==> config.mk <==
export PLATFORM = sky130hd
export DESIGN_NAME = imem_loader
export DESIGN_NICKNAME = d
export VERILOG_FILES = /design/src/rtl/imem_loader.sv
export SDC_FILE = /design/constraint.sdc
export NUM_CORES = 1
export LEC_CHECK = 0
export ABC_CLOCK_PERIOD_IN_PS = 2600
export CAP_MARGIN = 40
export CORE_ASPECT_RATIO = 2
export CORE_MARGIN = 2
export CORE_UTILIZATION = 52
export CTS_BUF_LIST = sky130_fd_sc_hd__clkbuf_4 sky130_fd_sc_hd__clkbuf_8
export CTS_CLUSTER_SIZE = 10
export DETAILED_ROUTE_END_ITERATION = 10
export PLACE_DENSITY = 0.77
export SLEW_MARGIN = 5
export SYNTH_ARGS = -nofsm -noshare
export SYNTH_HDL_FRONTEND = slang
export SYNTH_SLANG_ARGS = --single-unit
==> constraint.sdc <==
create_clock -name clk -period 2.6 [get_ports clk]
set_input_delay 0.26 -clock clk [delete_from_list [all_inputs] [get_ports clk]]
set_output_delay 0.26 -clock clk [all_outputs]
set_load 0.005 [all_outputs]
==> src/rtl/imem_loader.sv <==
// Loads a big-endian byte stream into instruction memory.
// The core is held in reset until the load finishes.
module imem_loader #(
   parameter int ADDR_W = 5,
   parameter int DEPTH  = 32
) (
   input  logic              clk,
   input  logic              reset,
   input  logic              start,
   input  logic              in_valid,
   input  logic [7:0]        in_data,
   input  logic              in_last,
   output logic              in_ready,
   output logic              mem_we,
   output logic [ADDR_W-1:0] mem_addr,
   output logic [31:0]       mem_wdata,
   output logic              core_reset,
   output logic              busy,
   output logic              done,
   output logic              error,
   output logic [ADDR_W:0]   word_count
);

   typedef enum logic [1:0] {S_IDLE, S_LOAD, S_DONE} state_t;

   localparam logic [ADDR_W:0] LAST_IDX = (ADDR_W+1)'(DEPTH - 1);
   localparam logic [ADDR_W:0] ONE      = (ADDR_W+1)'(1);

   state_t            state;
   logic [1:0]        byte_idx;
   logic [31:0]       pack;
   logic [ADDR_W:0]   word_idx;
   logic              final_wr;
   logic              err_wr;
   logic [31:0]       word_n;

   function automatic logic [31:0] insert_byte(input logic [31:0] w,
                                               input logic [1:0]  idx,
                                               input logic [7:0]  b);
      logic [31:0] r;
      r = w;
      case (idx)
         2'd0:    r[31:24] = b;
         2'd1:    r[23:16] = b;
         2'd2:    r[15:8]  = b;
         default: r[7:0]   = b;
      endcase
      return r;
   endfunction

   // pack is cleared after every word, so an early in_last leaves zero padding
   assign word_n = insert_byte(pack, byte_idx, in_data);

   always_ff @(posedge clk or negedge reset) begin
      if (!reset) begin
         state      <= S_IDLE;
         byte_idx   <= '0;
         pack       <= '0;
         word_idx   <= '0;
         final_wr   <= 1'b0;
         err_wr     <= 1'b0;
         in_ready   <= 1'b0;
         mem_we     <= 1'b0;
         mem_addr   <= '0;
         mem_wdata  <= '0;
         core_reset <= 1'b0;
         busy       <= 1'b0;
         done       <= 1'b0;
         error      <= 1'b0;
         word_count <= '0;
      end else begin
         mem_we <= 1'b0;
         case (state)
            S_LOAD: begin
               if (mem_we) begin
                  word_count <= word_count + ONE;
                  if (final_wr) begin
                     state      <= S_DONE;
                     busy       <= 1'b0;
                     done       <= 1'b1;
                     core_reset <= 1'b1;
                     error      <= err_wr;
                  end
               end
               if (in_valid && in_ready) begin
                  if (byte_idx == 2'd3 || in_last) begin
                     mem_we    <= 1'b1;
                     mem_addr  <= word_idx[ADDR_W-1:0];
                     mem_wdata <= word_n;
                     word_idx  <= word_idx + ONE;
                     pack      <= '0;
                     byte_idx  <= '0;
                     // Final word: stop accepting during its write cycle
                     if (in_last || word_idx == LAST_IDX) begin
                        in_ready <= 1'b0;
                        final_wr <= 1'b1;
                        err_wr   <= in_last ? (byte_idx != 2'd3) : 1'b1;
                     end
                  end else begin
                     pack     <= word_n;
                     byte_idx <= byte_idx + 2'd1;
                  end
               end
            end
            S_IDLE, S_DONE: begin
               if (start) begin
                  state      <= S_LOAD;
                  in_ready   <= 1'b1;
                  busy       <= 1'b1;
                  done       <= 1'b0;
                  core_reset <= 1'b0;
                  byte_idx   <= '0;
                  pack       <= '0;
                  word_idx   <= '0;
                  word_count <= '0;
                  error      <= 1'b0;
                  final_wr   <= 1'b0;
                  err_wr     <= 1'b0;
               end
            end
            default: state <= S_IDLE;
         endcase
      end
   end

endmodule

run_1/metal_stack.png
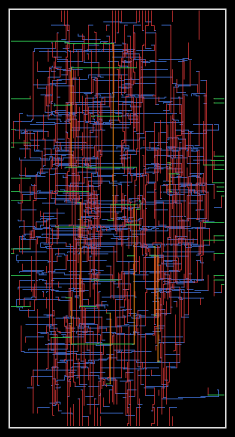
blue -> met1  # wire length 3290 um
green -> met3  # wire length 281 um
orange -> met4  # wire length 258 um
red -> met2  # wire length 4780 um

run_1/gate_families.png
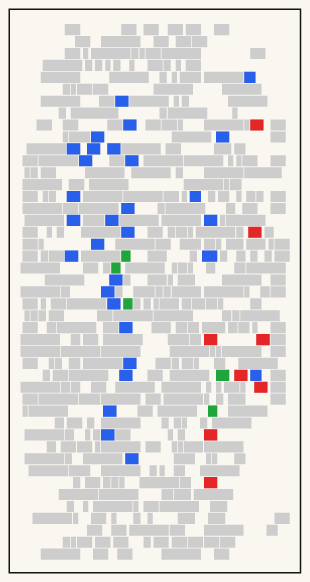
blue -> AND-OR and OR-AND gates  # cells 30
green -> AND and OR gates  # cells 5
red -> XOR/XNOR gates  # cells 8
proportion of cell area occupied by multi-input gates: 31.93%
non-filler instance count after layout: 501
most common cell after layout, fill and taps aside: dfrtp_1

==> ci_impl_report.md, run 1 <==
## Implementation flow summary

| Metric | Value |
|---|---|
| Run status | finished, final reports clean |
| Sequential share of cell area | 47.37% |
| Leading power group | registers |
| Number of vias after detailed routing | 2812 |
| Yosys Warn Count | 0 |
| Count of max-cap constraint violations | 0 |
| Critical path destination | mem_wdata[0] |
| Clock net power | 938 uW |
| First element of the critical path | byte_idx[0] |
| Internal Pwr Total | 3.555 mW |
| Routed length on met1 | approximately 3300 um |
| CP Depth | 6 |
| Register share of total power | 42.7% |
| Final Cell Area | 4860 um^2 |
| Drt initial violations | 157 |
| Total routing usage reported by global routing | 22.28% |
| Hold Buf Count CTS | 1 |
| Tap cell count | 94 |
| Sw frac | 32.98% |
| Mean routed wirelength per cell | around 17 um |
| Die width | 66.13 um |
| Global route overflow | 0 |
| Detailed-router iteration count before antenna repair | 4 |
| EDFF count, synth | 0 |
| Grt met3 use | roughly 4.2% |
| Sequential share of the synthesized area | 57.36% |
| Period minus WS final | 2.028 ns |
| Endpoints failing hold | 0 |
| Via count of the first global-routing pass | 2797 |
| CP Class | reg2reg |
| Worst reg2reg path endpoint | mem_wdata[0] |
| Startpoint kind of the worst setup timing path | flop |
| Cell class contributing the biggest share of worst-path delay | adder cells |
| Highest attainable clock frequency | 0.4931 GHz |
| H-tree level count | 3 |
| Uppermost layer routed | met4 |
| Worst setup slack after layout | 0.5718 ns |
| Worst-Margin Slew | 0.6799 ns |
| DRC violations left | 0 |
| Top-area cell type share of the netlist area | 57.36% |
| Setup slack of the worst register-to-register path | 0.57 ns |
| Most Crowded Layer GR | met2 |
| Routed wire length on met3 | 280 um |
| Most area-hungry cell type in the Yosys netlist | dfrtp_1 |
| Die ar. | 8481 um^2 |
| Smallest hold slack | 0.3612 ns |
| Wire length of the first global-routing pass | 13910 um |
| Highest-count cells in the layout ignoring fill and taps | dfrtp_1 (92), clkdlybuf4s50_1 (60), nor2_1 (41), a21oi_1 (35), mux2i_1 (33) |
| Cell class ranked first by area | flip-flops and latches |
| Final RePlAce weighted congestion | 0.8085 |
| Combinational power | ~2.1 mW |
| # Post-CTS Setup Buffers | 0 |
| Type of element capturing the critical path | flop |
| Crit path DRT | 2.87 ns |
| Sequential cell count | 92 |
| Clock-cell share | between 3 and 4% |
| Mean area per synthesized cell | ~12 um^2 |
| Setup tns final | 0 ns |
| Post-layout power | about 5.3 mW |
| Gate count of the mapped netlist | 341 |
| Setup repair after global routing missed its margin | false |
| Maximum net fanout on the critical path | 24 |
| Reg2reg path depth | 6 |
| Number of nets still failing antenna checks after routing | 0 |
| Sequential cell area | 2302 um^2 |
| Highest-delay cell along the critical path | ha_1 |
| Switching power | 1.750 mW |
| Post-Synth Adder-Cell Area | 1.870% |
| Yosys-reported design area after synthesis | ~4000 um^2 |
| Most used standard cell by instance count after synthesis | dfrtp_1 |
| Biggest regs | mem_wdata: 32 flops, pack: 32 flops |
| Non-clock buffering overhead | between 10% and 20% |
| Bufs w/o clock | 70 |
| Area occupied by multi-input gates | approximately 1600 um^2 |
| Data arrival, critical path | 2.30 ns |
| Dominant combinational cell family by area after synthesis | AND-OR/OR-AND gates |
| Number of buffer and inverter instances along the worst setup path | 1 |
| Met2 Wirelength | roughly 4800 um |
| Sequence of cells on the critical path | ha_1 > nor2_2 > nor2_4 > buf_4 > nor2_1 > a21oi_1 |
| Longest individual stage delay on the worst path | 0.61 ns |
| Number of vias per cell after detailed routing | 5.613 |
| Total wire length | between 8000 and 9000 um |
| DIE HEIGHT | 128.3 um |
| Share of layout cells above drive strength 1 | 9.828% |
run_1/met2.png
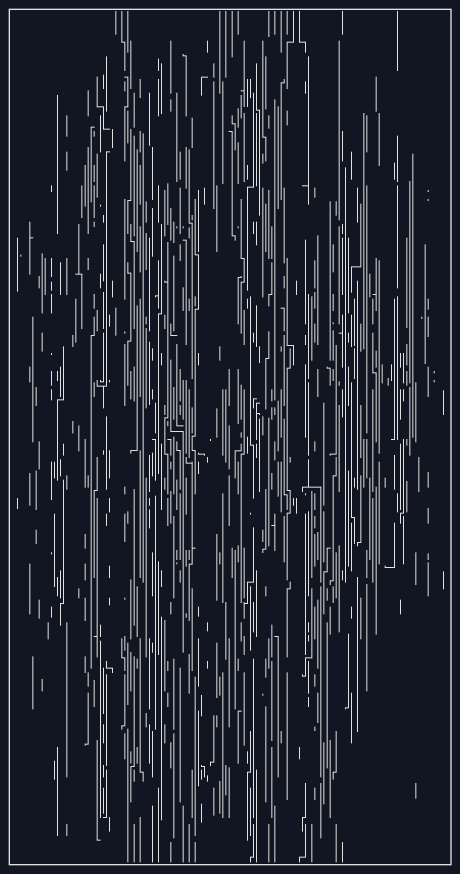
share of all routed wire = 56%
longest straight run = 67.3 um

run_1/final_congestion.png
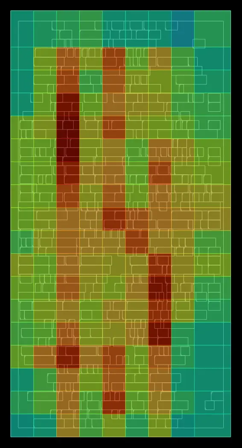

==> inputs of run 2 (changes only) <==
ABC_CLOCK_PERIOD_IN_PS = 1900   (was 2600)
clock period = 1.9 ns   (was 2.6 ns; I/O delays follow)
run_2/final_congestion.png
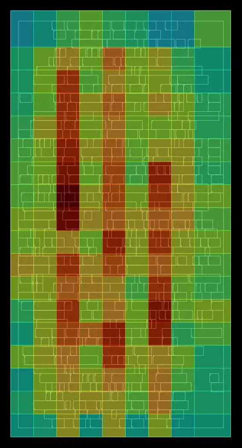
GR Layer Usage met2: 37.76%
core occupancy in the finished layout: 66.53%

==> run 2 against run 1 <==
Compared with the run above:
- global-route usage decreased by 0.087 points
- non-clock buffer count is 8 higher
- worst setup slack got worse by 0.45 ns
- synthesized cell count did not move
- sequential power rose by 38%
- cell count is 1.6% higher
- flip-flop count did not move
- register-to-register slack got worse by 0.45 ns
- via count barely moved
- clock skew grew 0.0036 ns
- combinational power up 41%
- highest routed layer unchanged
==> ci_impl_report.md, run 2 <==
## Implementation flow summary

| Metric | Value |
|---|---|
| Run status | finished, final reports clean |
| Smallest hold slack | 0.3350 ns (-0.02618 ns) |
| Routed wire length on met3 | 268 um (-4.3%) |
| Via count of the first global-routing pass | 2795 (-0.072%) |
| Met2 Wirelength | 4695 um (-1.7%) |
| Clock-cell share | 5.060% (+1.1 points) |
| First element of the critical path | byte_idx[0] |
| Number of buffer and inverter instances along the worst setup path | 0 (-1) |
| Post-Synth Adder-Cell Area | 1.870% (unchanged) |
| Most common cell after layout, fill and taps aside | dfrtp_1 |
| Number of vias per cell after detailed routing | 5.528 (-1.5%) |
| Sequential cell count | 92 (unchanged) |
| Sw frac | 31.29% (-1.7 points) |
| Detailed-router iteration count before antenna repair | 4 (unchanged) |
| Uppermost layer routed | met4 |
| Maximum net fanout on the critical path | 9 (-63%) |
| Dominant combinational cell family by area after synthesis | AND-OR/OR-AND gates |
| Setup repair after global routing missed its margin | true |
| Cell class contributing the biggest share of worst-path delay | simple AND/OR/NAND/NOR gates |
| Final setup fails | 0 |
| Sequence of cells on the critical path | ha_1 > nor3b_4 > and3_1 > a22o_1 |
| Count of max-cap constraint violations | 0 (unchanged) |
| Number of vias after detailed routing | 2814 (+0.071%) |
| Critical path destination | pack[15] |
| Sequential share of the synthesized area | 57.36% (unchanged) |
| EDFF count, synth | 0 (unchanged) |
| Worst reg2reg path endpoint | pack[15] |
| Hold Buf Count CTS | 1 (unchanged) |
| Mean area per synthesized cell | 11.77 um^2 (unchanged) |
| Worst setup slack after layout | 0.1191 ns (-0.4528 ns) |
| Yosys-reported design area after synthesis | 4014 um^2 (unchanged) |
| Type of element capturing the critical path | flop |
| Switching power | 2.406 mW (+38%) |
| Total routing usage reported by global routing | 22.20% (-0.087 points) |
| Grt met3 use | 4.126% (-0.088 points) |
| Most used standard cell by instance count after synthesis | dfrtp_1 |
| Internal Pwr Total | 5.284 mW (+49%) |
| Worst skew pair latency | 0.36 ns |
| Top-area cell type share of the netlist area | 57.36% (unchanged) |
| Register share of total power | 40.5% (-2.2 points) |
| Wire length of the first global-routing pass | 13810 um (-0.75%) |
| Drt initial violations | 152 (-3.2%) |
| Tap cell count | 94 (unchanged) |
| Crit path DRT | 2.20 ns (-0.67 ns) |
| Most area-hungry cell type in the Yosys netlist | dfrtp_1 |
| Global routing met1 resource utilization | 25.70% |
| CP Depth | 4 (-2) |
| Most Crowded Layer GR | met2 |
| Non-clock buffering overhead | 15.45% (+1.5 points) |
| Die ar. | 8481 um^2 (unchanged) |
| Routed length on met1 | 3384 um (+2.9%) |
| Startpoint kind of the worst setup timing path | flop |
| Setup tns final | 0 ns (unchanged) |
| Gates resized, CTS repair | 0 |
| Minimum setup slack after placement | 0.07432 ns |
| Biggest regs | mem_wdata: 32 flops, pack: 32 flops |
| Mean routed wirelength per cell | 16.88 um (-1.7%) |
| Area occupied by multi-input gates | 1551 um^2 (unchanged) |
| Highest attainable clock frequency | 0.5615 GHz (+14%) |
| Number of antenna violations at the first check in global routing | 0 |
| CP Class | reg2reg |
| Leading power group | registers |
| Sequential share of cell area | 45.86% (-1.5 points) |
| Number of nets still failing antenna checks after routing | 0 (unchanged) |
| Cell class ranked first by area | flip-flops and latches |
| Yosys Warn Count | 0 (unchanged) |
| Period minus WS final | 1.781 ns (-0.2472 ns) |
| DRC violations left | 0 (unchanged) |
| Share of layout cells above drive strength 1 | 11.57% (+1.7 points) |
| Mapped cell area | 4014 um^2 |
| Combinational power | 2.96 mW (+41%) |
| Bufs w/o clock | 78 (+11%) |
| # Post-CTS Setup Buffers | 0 (unchanged) |
| Total wire length | 8593 um (-0.13%) |
| Input/output buffers | 61 |
| Gate count of the mapped netlist | 341 (unchanged) |
| Longest individual stage delay on the worst path | 0.42 ns (-0.19 ns) |
run_2/density.png
The die is cut into 7 by 13 equal tiles; white is low, dark blue is high, 0 to 100% covered.
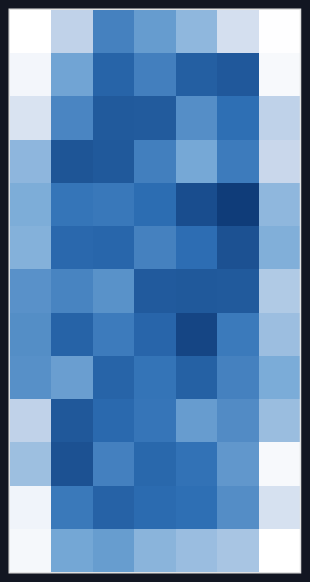
fullest tile = 95%
tiles over 75% full = 31%
mean over tiles = 58%
densest ninth of the die = centre
nearly empty tiles = 3.3%
CORE AREA: 7545 um^2
fp util: 53.20%

run_2/metal_stack.png
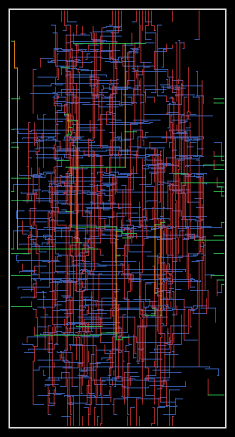

==> inputs of run 3 (changes only) <==
PLACE_DENSITY = 0.86   (was 0.77)
run_3/metal_stack.png
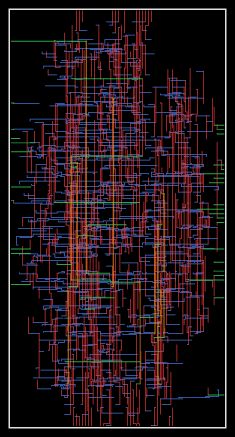
red -> met2  # wire length 4640 um
blue -> met1  # wire length 3250 um
orange -> met4  # wire length 388 um
green -> met3  # wire length 318 um
mean routed wirelength per cell: 16.89 um
total wire length: 8595 um
number of vias after detailed routing: 2823

==> run 3 against run 2 <==
Compared with the run above:
- power decreased by 1.9%
- core utilization decreased by 0.40 points
- via count increased by 0.32%
- non-clock buffer count unchanged
- die area unchanged
- final area decreased by 0.60%
- wire length about the same
- worst setup slack got worse by 0.0014 ns
- highest routed layer unchanged
- synthesized cell count unchanged
- cell count unchanged
- sequential share of layout area increased by 0.28 points
==> ci_impl_report.md, run 3 <==
## Implementation flow summary

| Metric | Value |
|---|---|
| Fp util | 53.20% (unchanged) |
| Gate count of the mapped netlist | 341 (unchanged) |
| Setup tns final | 0 ns (unchanged) |
| First element of the critical path | byte_idx[0] |
| Routed wire length on met3 | 318 um (+19%) |
| Clock Power Share | 19.1% |
| Met2 Wirelength | 4640 um (-1.2%) |
| Maximum net fanout on the critical path | 9 (unchanged) |
| Global routing met1 resource utilization | 23.91% (-1.8 points) |
| Type of element capturing the critical path | flop |
| Most used standard cell by instance count after synthesis | dfrtp_1 |
| Highest-delay cell along the critical path | nor3b_4 |
| Most frequent cells after synthesis | dfrtp_1 (92), nor2_1 (41), a21oi_1 (35), mux2i_1 (33), a22o_1 (26) |
| R2r startpoint | byte_idx[0] |
| Most common cell after layout, fill and taps aside | dfrtp_1 |
| Routed length on met1 | 3249 um (-4.0%) |
| Post-layout power | 7.545 mW |
| Most Crowded Layer GR | met2 |
| Uppermost layer routed | met4 |
| Count of pins on the block boundary | 62 |
| Input/output buffers | 61 (unchanged) |
| Mapped cell area | 4014 um^2 (unchanged) |
| Mean area per synthesized cell | 11.77 um^2 (unchanged) |
| EDFF count, synth | 0 (unchanged) |
| Final Cell Area | between 4000 and 5000 um^2 |
| Mux share | 10.19% |
| Area occupied by multi-input gates | 1555 um^2 (+0.24%) |
| Total routing usage reported by global routing | 21.87% (-0.33 points) |
| Setup repair after global routing missed its margin | false |
| Proportion of register bits with asynchronous set or reset after synthesis | 100.0% |
| Run status | finished, final reports clean |
| CTS tree | built |
| Post-Synthesis Net Count | 360 |
| Bufs w/o clock | 78 (unchanged) |
| Share of layout cells above drive strength 1 | 11.81% (+0.24 points) |
| Non-clock buffering overhead | 15.55% (+0.093 points) |
| Most area-hungry cell type in the Yosys netlist | dfrtp_1 |
| Data arrival, critical path | 2.09 ns |
| Flops out of synthesis | 92 |
| Static leakage | 2.235 nW |
| Combinational power | 2.98 mW (about the same) |
| Total of clock buffers placed in the layout | 11 |
| # Post-CTS Setup Buffers | 0 (unchanged) |
| Number of nets still failing antenna checks after routing | 0 (unchanged) |
| Wire length of the first global-routing pass | 13660 um (-1.0%) |
| Gates resized, CTS repair | 0 (unchanged) |
| Number of sinks handled by clock tree synthesis | ~92 |
| Maximum number of pins on one net before global-route repair | 41 |
| Seq group | around 3.1 mW |
| Switching power | 2.424 mW (+0.73%) |
| Period minus WS final | 1.782 ns (+0.001353 ns) |
| Highest-count cells in the layout ignoring fill and taps | dfrtp_1 (92), clkdlybuf4s50_1 (60), nor2_1 (41), a21oi_1 (35), mux2i_1 (33) |
| Sequence of cells on the critical path | ha_1 > nor3b_4 > and3_1 > a22o_1 |
| Internal Pwr Total | 5.121 mW (-3.1%) |
| Filler instances | a little under 600 |
| Yosys-reported design area after synthesis | 4014 um^2 (unchanged) |
| Number of antenna violations at the first check in global routing | 0 (unchanged) |
| Diode count | 0 |
| GR Layer Usage met2 | 37.47% (-0.29 points) |
| CP Depth | 4 (unchanged) |
| Via count of the first global-routing pass | 2889 (+3.4%) |
| Cell class contributing the biggest share of worst-path delay | simple AND/OR/NAND/NOR gates |
| Dominant combinational cell family by area after synthesis | AND-OR/OR-AND gates |
| Fraction of synthesized cell area in xor and xnor cells | ~1.7% |
| Post-layout period usage | 93.81% |
| Drt initial violations | 137 (-9.9%) |
| Number of inverters outside the clock class in the layout | 5 |
| Post-Synth Adder-Cell Area | 1.870% (unchanged) |
| Smallest hold slack | 0.3546 ns (+0.01955 ns) |
| CP Class | reg2reg |
| Crit path DRT | 2.20 ns (about the same) |
| Worst-Margin Slew | 0.5336 ns |
| Sequential share of cell area | 46.14% (+0.28 points) |
| Clock-cell share | 4.413% (-0.65 points) |
| Tool warnings | 29 |
| Synth area leaders | dfrtp_1 (57%), mux2i_1 (8.2%), a22o_1 (5.7%), a21oi_1 (4.4%), nor2_1 (3.8%) |
| Count of max-cap constraint violations | 0 (unchanged) |
| Area growth, synth to finish | 24.31% |
| Startpoint kind of the worst setup timing path | flop |
| Detailed-router iteration count before antenna repair | 4 (unchanged) |
| Yosys Warn Count | 0 (unchanged) |
| Biggest regs | mem_wdata: 32 flops, pack: 32 flops |
| Register share of total power | 41.4% (+0.9 points) |
| Longest individual stage delay on the worst path | 0.42 ns (about the same) |
| Minimum setup slack after placement | 0.07403 ns (-0.0002899 ns) |
| Highest attainable clock frequency | 0.5611 GHz (about the same) |
| Clock-pin slew of the registers on the worst-case setup and hold paths | 0.09 ns |
| Instance count after placement with tap cells included | around 490 |
| Sw frac | 32.13% (+0.83 points) |
| CORE AREA | 7545 um^2 (unchanged) |
| Number of buffer and inverter instances along the worst setup path | 0 (unchanged) |
| Sequential cell count | 92 (unchanged) |
| Top-area cell type share of the netlist area | 57.36% (unchanged) |
| Cell class ranked first by area | flip-flops and latches |
| Leading power group | registers |
| Grt met3 use | 4.653% (+0.53 points) |
| Prevailing post-synth register cell | dfrtp_1 |
| DRC violations left | 0 (unchanged) |
| Final #Nets | ~430 |
| Final HPWL from detailed placement | around 6300 um |
| Worst Skew | 0.01061 ns |
| Reg2reg path depth | 4 |
| Worst setup slack after layout | 0.1177 ns (-0.001353 ns) |
| Tap cell count | 94 (unchanged) |
| Final setup fails | 0 (unchanged) |
| Hold Buf Count CTS | 1 (unchanged) |
| Number of multi-input combinational cells | 224 |
| Sequential share of the synthesized area | 57.36% (unchanged) |
| Number of vias per cell after detailed routing | 5.546 (+0.32%) |
| Post-Place Cell Area | 4756 um^2 |
| Worst reg2reg path endpoint | pack[15] |
| Die ar. | 8481 um^2 (unchanged) |
| Worst skew pair latency | 0.36 ns (about the same) |
| Critical path destination | pack[15] |
| Sequential cell area | 2302 um^2 |
run_3/density.png
The die is cut into 7 by 13 equal tiles; white is low, dark blue is high, 0 to 100% covered.
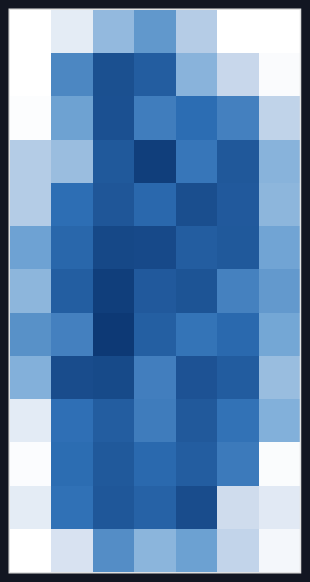
tiles over 75% full = 40%
mean over tiles = 57%
nearly empty tiles = 7.7%
fullest tile = 97%
densest ninth of the die = centre
core occupancy in the finished layout: 66.14%

Power is estimated from default activity; no workload was simulated.
